==> images/registers.png <==
Bar = 50 um. Other sequential cells in the stronger gray, the rest of the logic in the fainter gray.
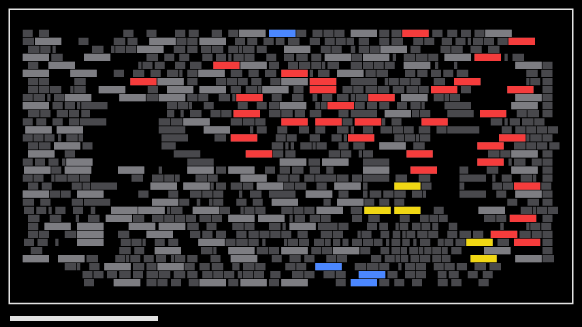
==> images/metal_stack.png <==
Bar = 50 um. Only two layers are drawn.
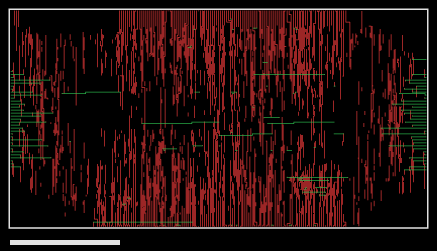
==> images/cell_classes.png <==
Bar = 50 um. Fill, decap, tap and diode cells in gray.
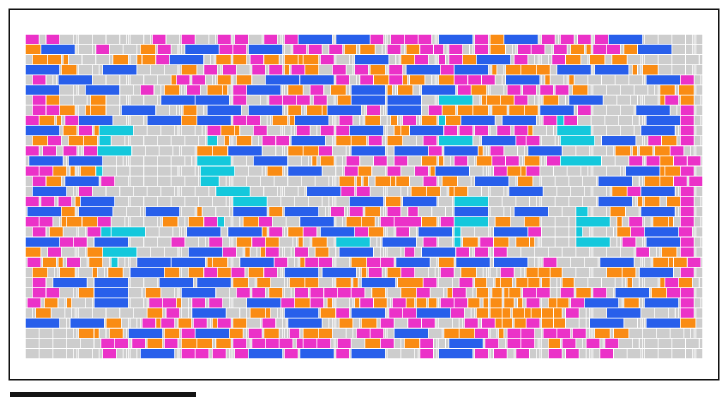
==> images/final_congestion.png <==
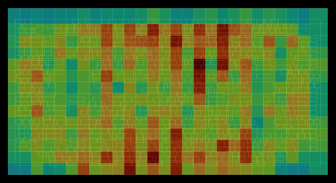
==> images/density.png <==
The die is cut into 19 by 10 equal tiles; black is low, pale yellow is high, 0 to 100% covered.
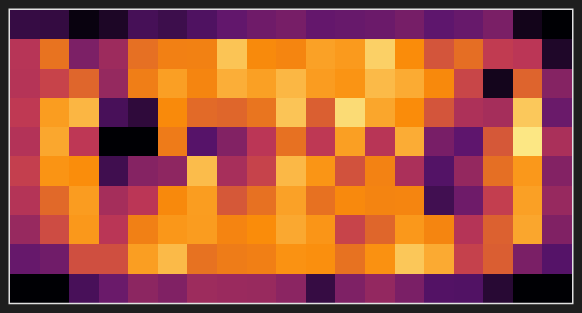
### src/rtl/rv32im_operand_stage_pkg.sv
// Shared constants for the RV32IM operand stage: operand-select encodings and widths.
// Datapath/opcode widths come from the common API_DATA_WIDTH / ALU_OPCODE_WIDTH defines.
`ifndef API_DATA_WIDTH
`define API_DATA_WIDTH 32
`endif
`ifndef ALU_OPCODE_WIDTH
`define ALU_OPCODE_WIDTH 4
`endif

package rv32im_operand_stage_pkg;
    localparam int XLEN_DEF = `API_DATA_WIDTH;
    localparam int OPW_DEF  = `ALU_OPCODE_WIDTH;
    localparam int REG_AW   = 5;

    typedef enum logic [1:0] {
        OP1_RS1      = 2'd0,
        OP1_PC       = 2'd1,
        OP1_ZERO     = 2'd2,
        OP1_ZERO_ALT = 2'd3
    } op1_sel_e;

    typedef enum logic [1:0] {
        OP2_RS2  = 2'd0,
        OP2_IMM  = 2'd1,
        OP2_FOUR = 2'd2,
        OP2_ZERO = 2'd3
    } op2_sel_e;
endpackage

### src/rtl/rv32im_fwd_mux.sv
// Hazard resolution for one source operand: EX beats MEM beats register file.
// API_OPERAND_FORWARD_EN defined: forward results (load-use stalls); undefined: any match stalls.
module rv32im_fwd_mux
    import rv32im_operand_stage_pkg::*;
#(
    parameter int XLEN = XLEN_DEF
) (
    input  logic              used_i,
    input  logic [REG_AW-1:0] rs_addr_i,
    input  logic [XLEN-1:0]   rf_data_i,
    input  logic              ex_valid_i,
    input  logic              ex_rd_we_i,
    input  logic [REG_AW-1:0] ex_rd_addr_i,
    input  logic              ex_is_load_i,
    input  logic [XLEN-1:0]   ex_result_i,
    input  logic              mem_valid_i,
    input  logic              mem_rd_we_i,
    input  logic [REG_AW-1:0] mem_rd_addr_i,
    input  logic [XLEN-1:0]   mem_result_i,
    output logic [XLEN-1:0]   data_o,
    output logic              stall_o
);
    logic ex_match;
    logic mem_match;

    // x0 is hardwired, so it can never be the target of a pending write
    assign ex_match  = used_i & (rs_addr_i != '0) & ex_valid_i & ex_rd_we_i
                     & (ex_rd_addr_i == rs_addr_i);
    assign mem_match = used_i & (rs_addr_i != '0) & mem_valid_i & mem_rd_we_i
                     & (mem_rd_addr_i == rs_addr_i);

`ifdef API_OPERAND_FORWARD_EN
    always_comb begin
        data_o  = rf_data_i;
        stall_o = 1'b0;
        if (ex_match) begin
            // a load's EX result is only its address; the data arrives a cycle later
            data_o  = ex_result_i;
            stall_o = ex_is_load_i;
        end else if (mem_match) begin
            data_o = mem_result_i;
        end
    end
`else
    logic unused_fwd;
    assign unused_fwd = ^{ex_is_load_i, ex_result_i, mem_result_i};
    assign data_o     = rf_data_i;
    assign stall_o    = ex_match | mem_match;
`endif
endmodule

### src/rtl/rv32im_operand_stage.sv
// ID/EX register feeding the RV32IM ALU: operand selection, RAW resolution, valid/ready.
// Forwarding versus stall-only behaviour is chosen by API_OPERAND_FORWARD_EN.
module rv32im_operand_stage
    import rv32im_operand_stage_pkg::*;
#(
    parameter int XLEN = XLEN_DEF,
    parameter int OPW  = OPW_DEF
) (
    input  logic              clk_i,
    input  logic              rst_i,
    input  logic              flush_i,
    input  logic              id_valid_i,
    output logic              id_ready_o,
    input  logic [REG_AW-1:0] id_rs1_addr_i,
    input  logic [REG_AW-1:0] id_rs2_addr_i,
    input  logic [XLEN-1:0]   id_rs1_data_i,
    input  logic [XLEN-1:0]   id_rs2_data_i,
    input  logic              id_rs1_used_i,
    input  logic              id_rs2_used_i,
    input  logic [1:0]        id_op1_sel_i,
    input  logic [1:0]        id_op2_sel_i,
    input  logic [XLEN-1:0]   id_imm_i,
    input  logic [XLEN-1:0]   id_pc_i,
    input  logic [OPW-1:0]    id_alu_opcode_i,
    input  logic [REG_AW-1:0] id_rd_addr_i,
    input  logic              id_rd_we_i,
    input  logic              id_is_load_i,
    input  logic [XLEN-1:0]   ex_result_i,
    input  logic              mem_valid_i,
    input  logic              mem_rd_we_i,
    input  logic [REG_AW-1:0] mem_rd_addr_i,
    input  logic [XLEN-1:0]   mem_result_i,
    output logic              ex_valid_o,
    input  logic              ex_ready_i,
    output logic [XLEN-1:0]   aluoperand_1_o,
    output logic [XLEN-1:0]   aluoperand_2_o,
    output logic [OPW-1:0]    alu_opcode_o,
    output logic [REG_AW-1:0] ex_rd_addr_o,
    output logic              ex_rd_we_o,
    output logic              ex_is_load_o,
    output logic [XLEN-1:0]   ex_store_data_o,
    output logic [XLEN-1:0]   ex_pc_o
);
    localparam logic [XLEN-1:0] FOUR = XLEN'(4);

    logic                         ex_valid_q, ex_valid_d;
    logic [XLEN-1:0]              op1_q, op1_d, op2_q, op2_d;
    logic [OPW-1:0]               opcode_q, opcode_d;
    logic [REG_AW-1:0]            rd_addr_q, rd_addr_d;
    logic                         rd_we_q, rd_we_d;
    logic                         is_load_q, is_load_d;
    logic [XLEN-1:0]              store_data_q, store_data_d;
    logic [XLEN-1:0]              pc_q, pc_d;

    logic [1:0]                   src_used;
    logic [1:0][REG_AW-1:0]       src_addr;
    logic [1:0][XLEN-1:0]         src_rf;
    logic [1:0][XLEN-1:0]         src_val;
    logic [1:0]                   src_stall;
    logic                         adv;
    logic                         stall;
    logic [XLEN-1:0]              op1_mux, op2_mux;

    assign src_used = {id_rs2_used_i, id_rs1_used_i};
    assign src_addr = {id_rs2_addr_i, id_rs1_addr_i};
    assign src_rf   = {id_rs2_data_i, id_rs1_data_i};

    for (genvar gi = 0; gi < 2; gi++) begin : g_src
        rv32im_fwd_mux #(.XLEN(XLEN)) u_fwd (
            .used_i       (src_used[gi]),
            .rs_addr_i    (src_addr[gi]),
            .rf_data_i    (src_rf[gi]),
            .ex_valid_i   (ex_valid_q),
            .ex_rd_we_i   (rd_we_q),
            .ex_rd_addr_i (rd_addr_q),
            .ex_is_load_i (is_load_q),
            .ex_result_i  (ex_result_i),
            .mem_valid_i  (mem_valid_i),
            .mem_rd_we_i  (mem_rd_we_i),
            .mem_rd_addr_i(mem_rd_addr_i),
            .mem_result_i (mem_result_i),
            .data_o       (src_val[gi]),
            .stall_o      (src_stall[gi])
        );
    end

    assign adv        = ~ex_valid_q | ex_ready_i;
    assign stall      = |src_stall;
    assign id_ready_o = flush_i | (adv & ~stall);

    // source selection happens after forwarding so pc/imm never see hazards
    always_comb begin
        case (op1_sel_e'(id_op1_sel_i))
            OP1_RS1: op1_mux = src_val[0];
            OP1_PC:  op1_mux = id_pc_i;
            default: op1_mux = '0;
        endcase
        case (op2_sel_e'(id_op2_sel_i))
            OP2_RS2:  op2_mux = src_val[1];
            OP2_IMM:  op2_mux = id_imm_i;
            OP2_FOUR: op2_mux = FOUR;
            default:  op2_mux = '0;
        endcase
    end

    always_comb begin
        ex_valid_d   = ex_valid_q;
        op1_d        = op1_q;
        op2_d        = op2_q;
        opcode_d     = opcode_q;
        rd_addr_d    = rd_addr_q;
        rd_we_d      = rd_we_q;
        is_load_d    = is_load_q;
        store_data_d = store_data_q;
        pc_d         = pc_q;
        if (flush_i) begin
            ex_valid_d = 1'b0;
        end else if (adv & id_valid_i & ~stall) begin
            ex_valid_d   = 1'b1;
            op1_d        = op1_mux;
            op2_d        = op2_mux;
            opcode_d     = id_alu_opcode_i;
            rd_addr_d    = id_rd_addr_i;
            rd_we_d      = id_rd_we_i;
            is_load_d    = id_is_load_i;
            store_data_d = src_val[1];
            pc_d         = id_pc_i;
        end else if (adv) begin
            ex_valid_d = 1'b0;
        end
    end

    always_ff @(posedge clk_i or posedge rst_i) begin
        if (rst_i) begin
            ex_valid_q   <= 1'b0;
            op1_q        <= '0;
            op2_q        <= '0;
            opcode_q     <= '0;
            rd_addr_q    <= '0;
            rd_we_q      <= 1'b0;
            is_load_q    <= 1'b0;
            store_data_q <= '0;
            pc_q         <= '0;
        end else begin
            ex_valid_q   <= ex_valid_d;
            op1_q        <= op1_d;
            op2_q        <= op2_d;
            opcode_q     <= opcode_d;
            rd_addr_q    <= rd_addr_d;
            rd_we_q      <= rd_we_d;
            is_load_q    <= is_load_d;
            store_data_q <= store_data_d;
            pc_q         <= pc_d;
        end
    end

    assign ex_valid_o      = ex_valid_q;
    assign aluoperand_1_o  = op1_q;
    assign aluoperand_2_o  = op2_q;
    assign alu_opcode_o    = opcode_q;
    assign ex_rd_addr_o    = rd_addr_q;
    assign ex_rd_we_o      = rd_we_q;
    assign ex_is_load_o    = is_load_q;
    assign ex_store_data_o = store_data_q;
    assign ex_pc_o         = pc_q;
endmodule

### config.mk
export PLATFORM = sky130hd
export DESIGN_NAME = rv32im_operand_stage
export DESIGN_NICKNAME = d
export VERILOG_FILES = /design/src/rtl/rv32im_operand_stage_pkg.sv /design/src/rtl/rv32im_fwd_mux.sv /design/src/rtl/rv32im_operand_stage.sv
export SDC_FILE = /design/constraint.sdc
export NUM_CORES = 1
export LEC_CHECK = 0
export CAP_MARGIN = 20
export CORE_ASPECT_RATIO = 0.5
export CORE_MARGIN = 4
export CORE_UTILIZATION = 39
export CTS_CLUSTER_SIZE = 12
export DETAILED_ROUTE_END_ITERATION = 10
export PLACE_DENSITY = 0.82
export SLEW_MARGIN = 20
export SYNTH_ARGS = -nofsm -noshare
export SYNTH_HDL_FRONTEND = slang
export SYNTH_SLANG_ARGS = --single-unit
export TNS_END_PERCENT = 5
### constraint.sdc
create_clock -name clk_i -period 5.25 [get_ports clk_i]
set_input_delay 1.05 -clock clk_i [delete_from_list [all_inputs] [get_ports clk_i]]
set_output_delay 1.05 -clock clk_i [all_outputs]
set_load 0.01 [all_outputs]
==> impl_metrics.ini <==
; physical design summary
[clocking]
cts_hold_buf = 0
clockBufferDepth = 2

[yosys]
ys_seq_frac = 0.543
yosysMostFrequentCell = dfrtp_1
synth_nets = 711

[worst_setup_path]
crit_path_max_incr_delay_ns = 0.50
crit_path_max_fanout = 3
start_kind = input port
cpMostUsedCell = clkdlybuf4s50_1

[final_layout]
fill_cells = 1210
buf_share = 0.306
syn2layout_area_growth_pct = 58.1
buffers = 313

[sta]
rsz0062_at_grt = false

[routing]
wl_met2_mm = 10.3
highest_layer = met4
dr.pass1.iters = 4

[outcome]
status = completed

[job]
warnings = 90

[floorplanning]
chipArea_mm2 = 0.0188

[grt]
antenna_found_initial = 0
grt-ovfl-total = 0

[placement]
gp_congestion = 0.881
About registers.png:
legend:
  aluoperand_2_o:
    color: red
    placed_flops: 32
  alu_opcode_o:
    color: blue
    placed_flops: 4
  ex_rd_addr_o:
    color: yellow
    placed_flops: 5
not colored: 99
flop share of the area: 0.343
final core occ: 0.646
register area: 0.00350 mm2
seq pwr: 1.36 mW

About metal_stack.png:
legend:
  met2:
    color: red
    wire_length: 10300 um
  met3:
    color: green
    wire_length: 794 um
Via Count: 4918
routed wire length: 18.6 mm
GRT Util Overall: 0.194
WL/cell: 18.3 um

About cell_classes.png:
legend:
  clock drivers and dummy loads:
    color: cyan
    cells: 31
  flip-flops:
    color: blue
    cells: 140
  all other logic:
    color: orange
    cells: 310
  other buffers and delay cells:
    color: magenta
    cells: 313
# rows: 32
core area: 0.0158 mm2

About final_congestion.png:
GR Util met2: 0.371
GR peak layer: met2
met1 Resource Use GR: 0.216
met3 Use GR: 0.0382

About density.png:
nearly empty tiles: 3.7%
fullest tile: 95%
tiles over 75% full: 25%
mean over tiles: 53%
FP Util: 0.408

where the power goes:
group,internal (mW),switching (mW)
clock,0.656,0.458
sequential,1.27,0.0974
combinational,0.583,0.365
total,2.50,0.921
cell usage in the layout (no fill, tap or decap):
master	count
clkdlybuf4s50_1	305
nor4_1	4
o21bai_1	1
buf_2	2
dfrtp_1	140
mux2_2	40
nor3_1	1
clkbuf_16	17
clkbuf_8	1
bufinv_16	1
o221ai_1	1
a22oi_1	2
nand2b_1	3
nor3b_4	1
clkinv_4	2
clkinvlp_4	2
buf_12	1
buf_4	5
a21oi_1	1
inv_6	1
clkinv_2	8
o21ai_1	2
mux2_1	99
nand2_1	2
xor2_1	20
nor2_1	67
or4_1	2
mux2i_1	63
registers in the layout, indices dropped and copies added (netlist names):
register and count:
alu_opcode_o 4, ex_store_data_o 32, ex_valid_o 1, ex_rd_addr_o 5
ex_is_load_o 1, aluoperand_2_o 32, aluoperand_1_o 32, ex_rd_we_o 1
ex_pc_o 32
cells by family (layout without fill, tap and decap cells):
logic type                count (synthesis)  in the layout  synth area share
AOI/OAI and AO/OA                         7              7           0.00717
xor gates and xnor gates                 20             20            0.0271
buffers and inverters                    31            345            0.0310
DFF                                     140            140             0.543
muxes                                   202            202             0.340
and+or+nand+nor                          80             80            0.0519
layer usage:
layer  vias to the layer above  GRT usage
met2                       131      0.371
li1                       2286          -
met3                        39     0.0382
met4                         0     0.0722
met1                      2462      0.216
met5                         -          0
worst max-delay path: cells and delay by family:
| kind | cells | cell delay [ns] |
|---|---|---|
| buffers and inverters | 2 | 0.97 |
| AOI/OAI and AO/OA | 2 | 0.53 |
| and+or+nand+nor | 2 | 0.42 |
| xor gates and xnor gates | 1 | 0.18 |
Power is estimated from default activity; no workload was simulated.
